$ cat config.mk
export PLATFORM = sky130hd
export DESIGN_NAME = bus_arbiter_ic
export DESIGN_NICKNAME = d
export VERILOG_FILES = /design/src/rtl/bus_arbiter_ic.sv
export SDC_FILE = /design/constraint.sdc
export NUM_CORES = 1
export LEC_CHECK = 0
export ABC_AREA = 1
export CORE_AREA = 2 2 151 153
export DETAILED_ROUTE_END_ITERATION = 12
export DIE_AREA = 0 0 153 155
export PLACE_DENSITY_LB_ADDON = 0.3
export SLEW_MARGIN = 40
export SYNTH_ARGS = -nofsm -noshare
export SYNTH_HDL_FRONTEND = slang
export SYNTH_SLANG_ARGS = --single-unit
export TNS_END_PERCENT = 1
$ cat constraint.sdc
create_clock -name bclk -period 2.33 [get_ports bclk]
set_input_delay 0.3495 -clock bclk [delete_from_list [all_inputs] [get_ports bclk]]
set_output_delay 0.3495 -clock bclk [all_outputs]
set_load 0.01 [all_outputs]
$ cat src/rtl/bus_arbiter_ic.sv
`default_nettype none
// ============================================================================
// Module : bus_arbiter_ic
// Desc   : Two-master round-robin arbiter with a three-slave address decoder,
//          unmapped-address error response and slave response timeout.
// Rev    : 1.0  initial release
// ============================================================================
module bus_arbiter_ic #(
  parameter logic [31:0] S0_BASE = 32'h0000_0000,
  parameter logic [31:0] S0_MASK = 32'hFFFF_0000,
  parameter logic [31:0] S1_BASE = 32'h2000_0000,
  parameter logic [31:0] S1_MASK = 32'hFFFF_0000,
  parameter logic [31:0] S2_BASE = 32'h4000_0000,
  parameter logic [31:0] S2_MASK = 32'hFFFF_F000,
  parameter int unsigned TIMEOUT = 255
) (
  input  logic        bclk,
  input  logic        brst_n,
  // master 0
  input  logic        m0_breq,
  output logic        m0_bgnt,
  input  logic        m0_bstart,
  input  logic [31:0] m0_addr,
  input  logic [31:0] m0_wdata,
  input  logic [1:0]  m0_tsize,
  input  logic        m0_ttype,
  output logic [31:0] m0_rdata,
  output logic        m0_bdone,
  output logic        m0_berror,
  // master 1
  input  logic        m1_breq,
  output logic        m1_bgnt,
  input  logic        m1_bstart,
  input  logic [31:0] m1_addr,
  input  logic [31:0] m1_wdata,
  input  logic [1:0]  m1_tsize,
  input  logic        m1_ttype,
  output logic [31:0] m1_rdata,
  output logic        m1_bdone,
  output logic        m1_berror,
  // shared slave request
  output logic [31:0] s_addr,
  output logic [31:0] s_wdata,
  output logic [1:0]  s_tsize,
  output logic        s_ttype,
  // slave 0
  output logic        s0_ss,
  output logic        s0_bstart,
  input  logic [31:0] s0_rdata,
  input  logic        s0_bdone,
  input  logic        s0_berror,
  // slave 1
  output logic        s1_ss,
  output logic        s1_bstart,
  input  logic [31:0] s1_rdata,
  input  logic        s1_bdone,
  input  logic        s1_berror,
  // slave 2
  output logic        s2_ss,
  output logic        s2_bstart,
  input  logic [31:0] s2_rdata,
  input  logic        s2_bdone,
  input  logic        s2_berror
);

  localparam logic [1:0] c_IDLE  = 2'd0;
  localparam logic [1:0] c_OWNED = 2'd1;
  localparam logic [1:0] c_BUSY  = 2'd2;
  localparam logic [1:0] c_ERR   = 2'd3;
  localparam logic [7:0] c_TMO   = TIMEOUT[7:0];

  logic [1:0]  r_state;
  logic [1:0]  w_state_nxt;
  // Owner doubles as the round-robin pointer: the last master granted.
  logic        r_owner;
  logic [2:0]  r_sel;
  logic        r_sbstart;
  logic [7:0]  r_cnt;
  logic [31:0] r_addr;
  logic [31:0] r_wdata;
  logic [1:0]  r_tsize;
  logic        r_ttype;

  logic        w_own_breq;
  logic        w_own_bstart;
  logic [31:0] w_own_addr;
  logic [31:0] w_own_wdata;
  logic [1:0]  w_own_tsize;
  logic        w_own_ttype;
  logic        w_win;
  logic [2:0]  w_dec;
  logic        w_slv_done;
  logic        w_slv_err;
  logic [31:0] w_slv_rdata;
  logic        w_tmo;
  logic        w_done;
  logic        w_err;
  logic [31:0] w_rdata;
  logic        w_owned;

  assign w_own_breq   = r_owner ? m1_breq   : m0_breq;
  assign w_own_bstart = r_owner ? m1_bstart : m0_bstart;
  assign w_own_addr   = r_owner ? m1_addr   : m0_addr;
  assign w_own_wdata  = r_owner ? m1_wdata  : m0_wdata;
  assign w_own_tsize  = r_owner ? m1_tsize  : m0_tsize;
  assign w_own_ttype  = r_owner ? m1_ttype  : m0_ttype;

  // On contention the master that did not own the bus last wins.
  assign w_win = (m0_breq && m1_breq) ? ~r_owner : m1_breq;

  always_comb begin
    w_dec = 3'b000;
    if ((w_own_addr & S0_MASK) == S0_BASE)      w_dec = 3'b001;
    else if ((w_own_addr & S1_MASK) == S1_BASE) w_dec = 3'b010;
    else if ((w_own_addr & S2_MASK) == S2_BASE) w_dec = 3'b100;
  end

  assign w_slv_done  = |(r_sel & {s2_bdone, s1_bdone, s0_bdone});
  assign w_slv_err   = |(r_sel & {s2_berror, s1_berror, s0_berror});
  assign w_slv_rdata = ({32{r_sel[0]}} & s0_rdata)
                     | ({32{r_sel[1]}} & s1_rdata)
                     | ({32{r_sel[2]}} & s2_rdata);
  assign w_tmo       = (r_state == c_BUSY) && (r_cnt == c_TMO);

  assign w_done  = (r_state == c_ERR) || ((r_state == c_BUSY) && (w_slv_done || w_tmo));
  assign w_err   = (r_state == c_ERR) || ((r_state == c_BUSY) && (w_slv_done ? w_slv_err : w_tmo));
  assign w_rdata = ((r_state == c_BUSY) && w_slv_done) ? w_slv_rdata : 32'h0;
  assign w_owned = (r_state != c_IDLE);

  always_comb begin
    w_state_nxt = r_state;
    case (r_state)
      c_IDLE:  if (m0_breq || m1_breq) w_state_nxt = c_OWNED;
      c_OWNED: begin
        if (!w_own_breq)       w_state_nxt = c_IDLE;
        else if (w_own_bstart) w_state_nxt = (|w_dec) ? c_BUSY : c_ERR;
      end
      c_BUSY:  if (w_slv_done || w_tmo) w_state_nxt = c_OWNED;
      c_ERR:   w_state_nxt = c_OWNED;
      default: w_state_nxt = c_IDLE;
    endcase
  end

  always_ff @(posedge bclk or negedge brst_n) begin
    if (!brst_n) begin
      r_state   <= c_IDLE;
      r_owner   <= 1'b1;
      r_sel     <= 3'b000;
      r_sbstart <= 1'b0;
      r_cnt     <= 8'd0;
      r_addr    <= 32'h0;
      r_wdata   <= 32'h0;
      r_tsize   <= 2'd0;
      r_ttype   <= 1'b0;
    end else begin
      r_state   <= w_state_nxt;
      r_sbstart <= 1'b0;
      case (r_state)
        c_IDLE: if (m0_breq || m1_breq) r_owner <= w_win;
        c_OWNED: begin
          if (w_own_breq && w_own_bstart) begin
            r_addr  <= w_own_addr;
            r_wdata <= w_own_wdata;
            r_tsize <= w_own_tsize;
            r_ttype <= w_own_ttype;
            if (|w_dec) begin
              r_sel     <= w_dec;
              r_sbstart <= 1'b1;
              r_cnt     <= 8'd0;
            end
          end
        end
        c_BUSY:  r_cnt <= r_cnt + 8'd1;
        default: ;
      endcase
    end
  end

  assign m0_bgnt   = w_owned && !r_owner;
  assign m1_bgnt   = w_owned &&  r_owner;
  assign m0_bdone  = w_done && !r_owner;
  assign m1_bdone  = w_done &&  r_owner;
  assign m0_berror = w_err  && !r_owner;
  assign m1_berror = w_err  &&  r_owner;
  assign m0_rdata  = r_owner ? 32'h0 : w_rdata;
  assign m1_rdata  = r_owner ? w_rdata : 32'h0;

  assign s_addr  = r_addr;
  assign s_wdata = r_wdata;
  assign s_tsize = r_tsize;
  assign s_ttype = r_ttype;

  // Select is held only while the transaction is outstanding.
  assign s0_ss     = (r_state == c_BUSY) && r_sel[0];
  assign s1_ss     = (r_state == c_BUSY) && r_sel[1];
  assign s2_ss     = (r_state == c_BUSY) && r_sel[2];
  assign s0_bstart = r_sbstart && r_sel[0];
  assign s1_bstart = r_sbstart && r_sel[1];
  assign s2_bstart = r_sbstart && r_sel[2];

endmodule
`default_nettype wire

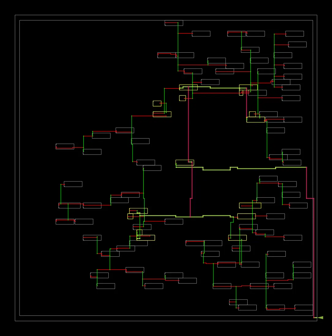
(the clock network)
number of clock buffers inserted by TritonCTS: 9
worst-case clock skew: 0.00926 ns
insertion delay at the late pin of the worst-skew pair: 0.35 ns
clock buffer count: 9
sequential cell count of the final layout: 82

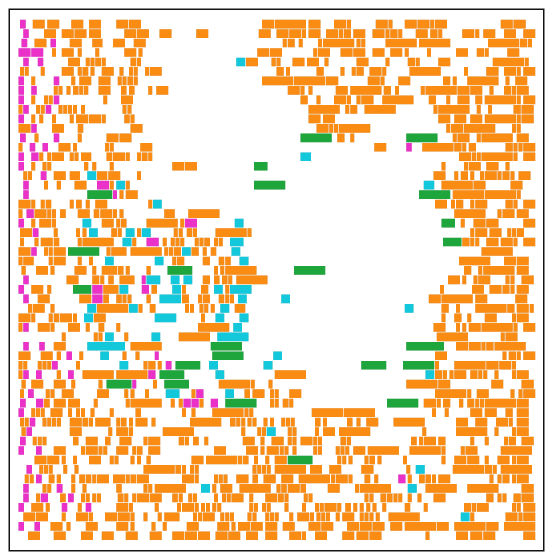
(sizing map)
size	colour	cells	share	most used
drive 3 to 4	cyan	55	4.4%	buf_4
drive 2	magenta	82	6.6%	clkbuf_2
drive 1 or less	orange	1,084	87%	nand2_1
drive 6 and up	green	24	1.9%	clkbuf_16

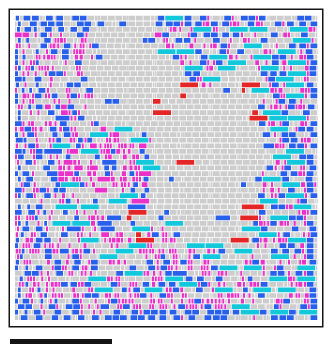
(placement by cell class)
Scale bar: 50 um. Fill, decap, tap and diode cells in grey.
class	colour	cells	share of their area
all other logic	magenta	708	32%
other buffers and delay cells	blue	439	43%
clock drivers and dummy loads	red	16	3.2%
flip-flops	cyan	82	21%
final cell utilization of the core: 44.8%
final non-filler cell area: 9950 um2

==> out/summary.txt <==
Pwr per Cell Area -> 902 nW/um2
Critical-path cell list -> inv_1, ha_1, buf_4, buf_4, nand2_1, inv_1, clkdlybuf4s50_1
Unrepaired setup endpoints after global routing -> true
Non-clock buffer share -> 41.4%
Power drawn by the clock network -> 1.48 mW
Buffering stage count on the worst path with inverters included -> 5
CTS Sinks -> 82
DP Area -> 9690 um2
Logic inverters -> 61
Top cell types by occurrence after synthesis -> 356 x sky130_fd_sc_hd__nand2_1, 136 x sky130_fd_sc_hd__nor2_1, 81 x sky130_fd_sc_hd__dfrtp_1, 57 x sky130_fd_sc_hd__inv_1, 47 x sky130_fd_sc_hd__a31oi_1
Standard cell with the maximum stage delay on the critical path -> sky130_fd_sc_hd__clkdlybuf4s50_1
Static leakage -> 4.63 nW
Worst Hold Slack -> -0.0165 ns
Prevailing post-synth register cell -> sky130_fd_sc_hd__dfrtp_1
Buffers from clock root to sink, at most -> 2
Max-cap viol count -> 0
Data required time of the worst path -> 1.98 ns
Count of flip-flops with a built-in enable after synthesis -> 0
Drt total wl -> 23,900 um
Violations in the final reports -> negative hold slack
Sequential group share of total power -> 26.8%
Total via count in the routed design -> 6,904
Share of cells above drive strength 1 -> 12.9%
Result of the run -> finished with violations
Dominant kind of cell by area -> buffers
Relative area change from synthesis to final layout -> 86.8%
Commonest cells after routing, fill and taps aside -> 356 x sky130_fd_sc_hd__nand2_1, 311 x sky130_fd_sc_hd__clkdlybuf4s50_1, 128 x sky130_fd_sc_hd__nor2_1
Initial antenna violation count -> 2
Largest net degree at the start of global routing -> 95
Registers, synthesis -> 82
Global route overflow -> 0
Fraction of the core area occupied by cells at floorplan -> 24.0%
Setup Total Neg Slack -> 0 ns
Classification of the worst setup path -> reg -> out
Internal portion of total power -> 5.40 mW
Pin slew with the least headroom to its limit -> 0.558 ns
Core region area -> 22,200 um2
Die boundary height -> 155 um
Worst hold-check path type -> in -> async
Number of hold violations in the final report -> 8
Antenna diodes -> 2
Max H-tree Level -> 3
Worst setup endpoint -> s2_ss
Instance tally after logic synthesis -> 844
Cell count listed in synth_stat.txt -> 844
Fin crit period -> 2.25 ns
Pre-antenna DRT Iters -> 5
Worst reg2reg path endpoint -> r_sel[0]
Slew Limit Headroom -> 62.8%
Total tool warning count -> 31
Vias in the first global route -> 6,839
Area of the die -> 23,700 um2
Combinational group share of total power -> 56.7%
Element type at the critical path end -> output port
Max Clk Rate -> 445 MHz
Peak supply drop -> 0.397 mV
Peak per-stage delay on the critical path -> 0.53 ns
Placed wire-length estimate -> 18,200 um
Worst path top cell family by delay -> buffers and inverters
Final nets -> 1,487
Logic cell area -> 2880 um2
Depth of the worst register-to-register path -> 14
Setup slack of the worst register-to-register path -> 0.12 ns
Number of top-level design ports -> 385
Sort of element at the start of the critical path -> register
Non-clk bufs -> 439
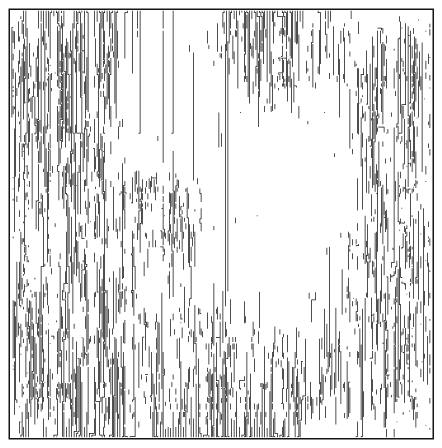
(metal 2)
main direction	vertical
nets with wire on the layer	1,222
share of all routed wire	50%
longest straight run	94.9 um
wire length on this layer	11,900 um

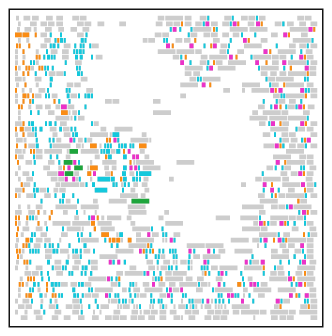
(gate-type map)
family	colour	cells	where
inverting AOI/OAI gates	magenta	86	widely spread
NOR gates	orange	145	widely spread
NAND gates	cyan	405	widely spread
adder and majority cells	green	5	west
share of cell area taken by multi-input logic gates: 28.9%
non-filler instance count after layout: 1,532
top logic cell by instance count in the layout: sky130_fd_sc_hd__nand2_1

-- cell families (layout without fill, tap and decap cells) --
group           after synthesis  after routing  synth area share (%)
simple gates                551            551                  41.1
xor+xnor                      2              2                 0.329
compound gates               88             88                  9.68
flops                        82             82                  38.5
fa+ha+maj                     5              5                  1.17
other cells                   0              2                     0
buf+inv                     115            516                  8.95
mux                           1              1                 0.188
-- routing by layer --
layer	global-route usage [%]	routed length, um
met5	0	0
met4	6.35	545
met3	5.77	1970
met2	34.2	11900
met1	21.8	9450
-- repair_timing --
item	CTS	global route
setup buffers	0	9
resized	98	131
endpoints found under the hold margin	0	0
gates cloned	0	3
pin swaps	0	7
setup endpoints to repair	70	129
Power is estimated from default activity; no workload was simulated.
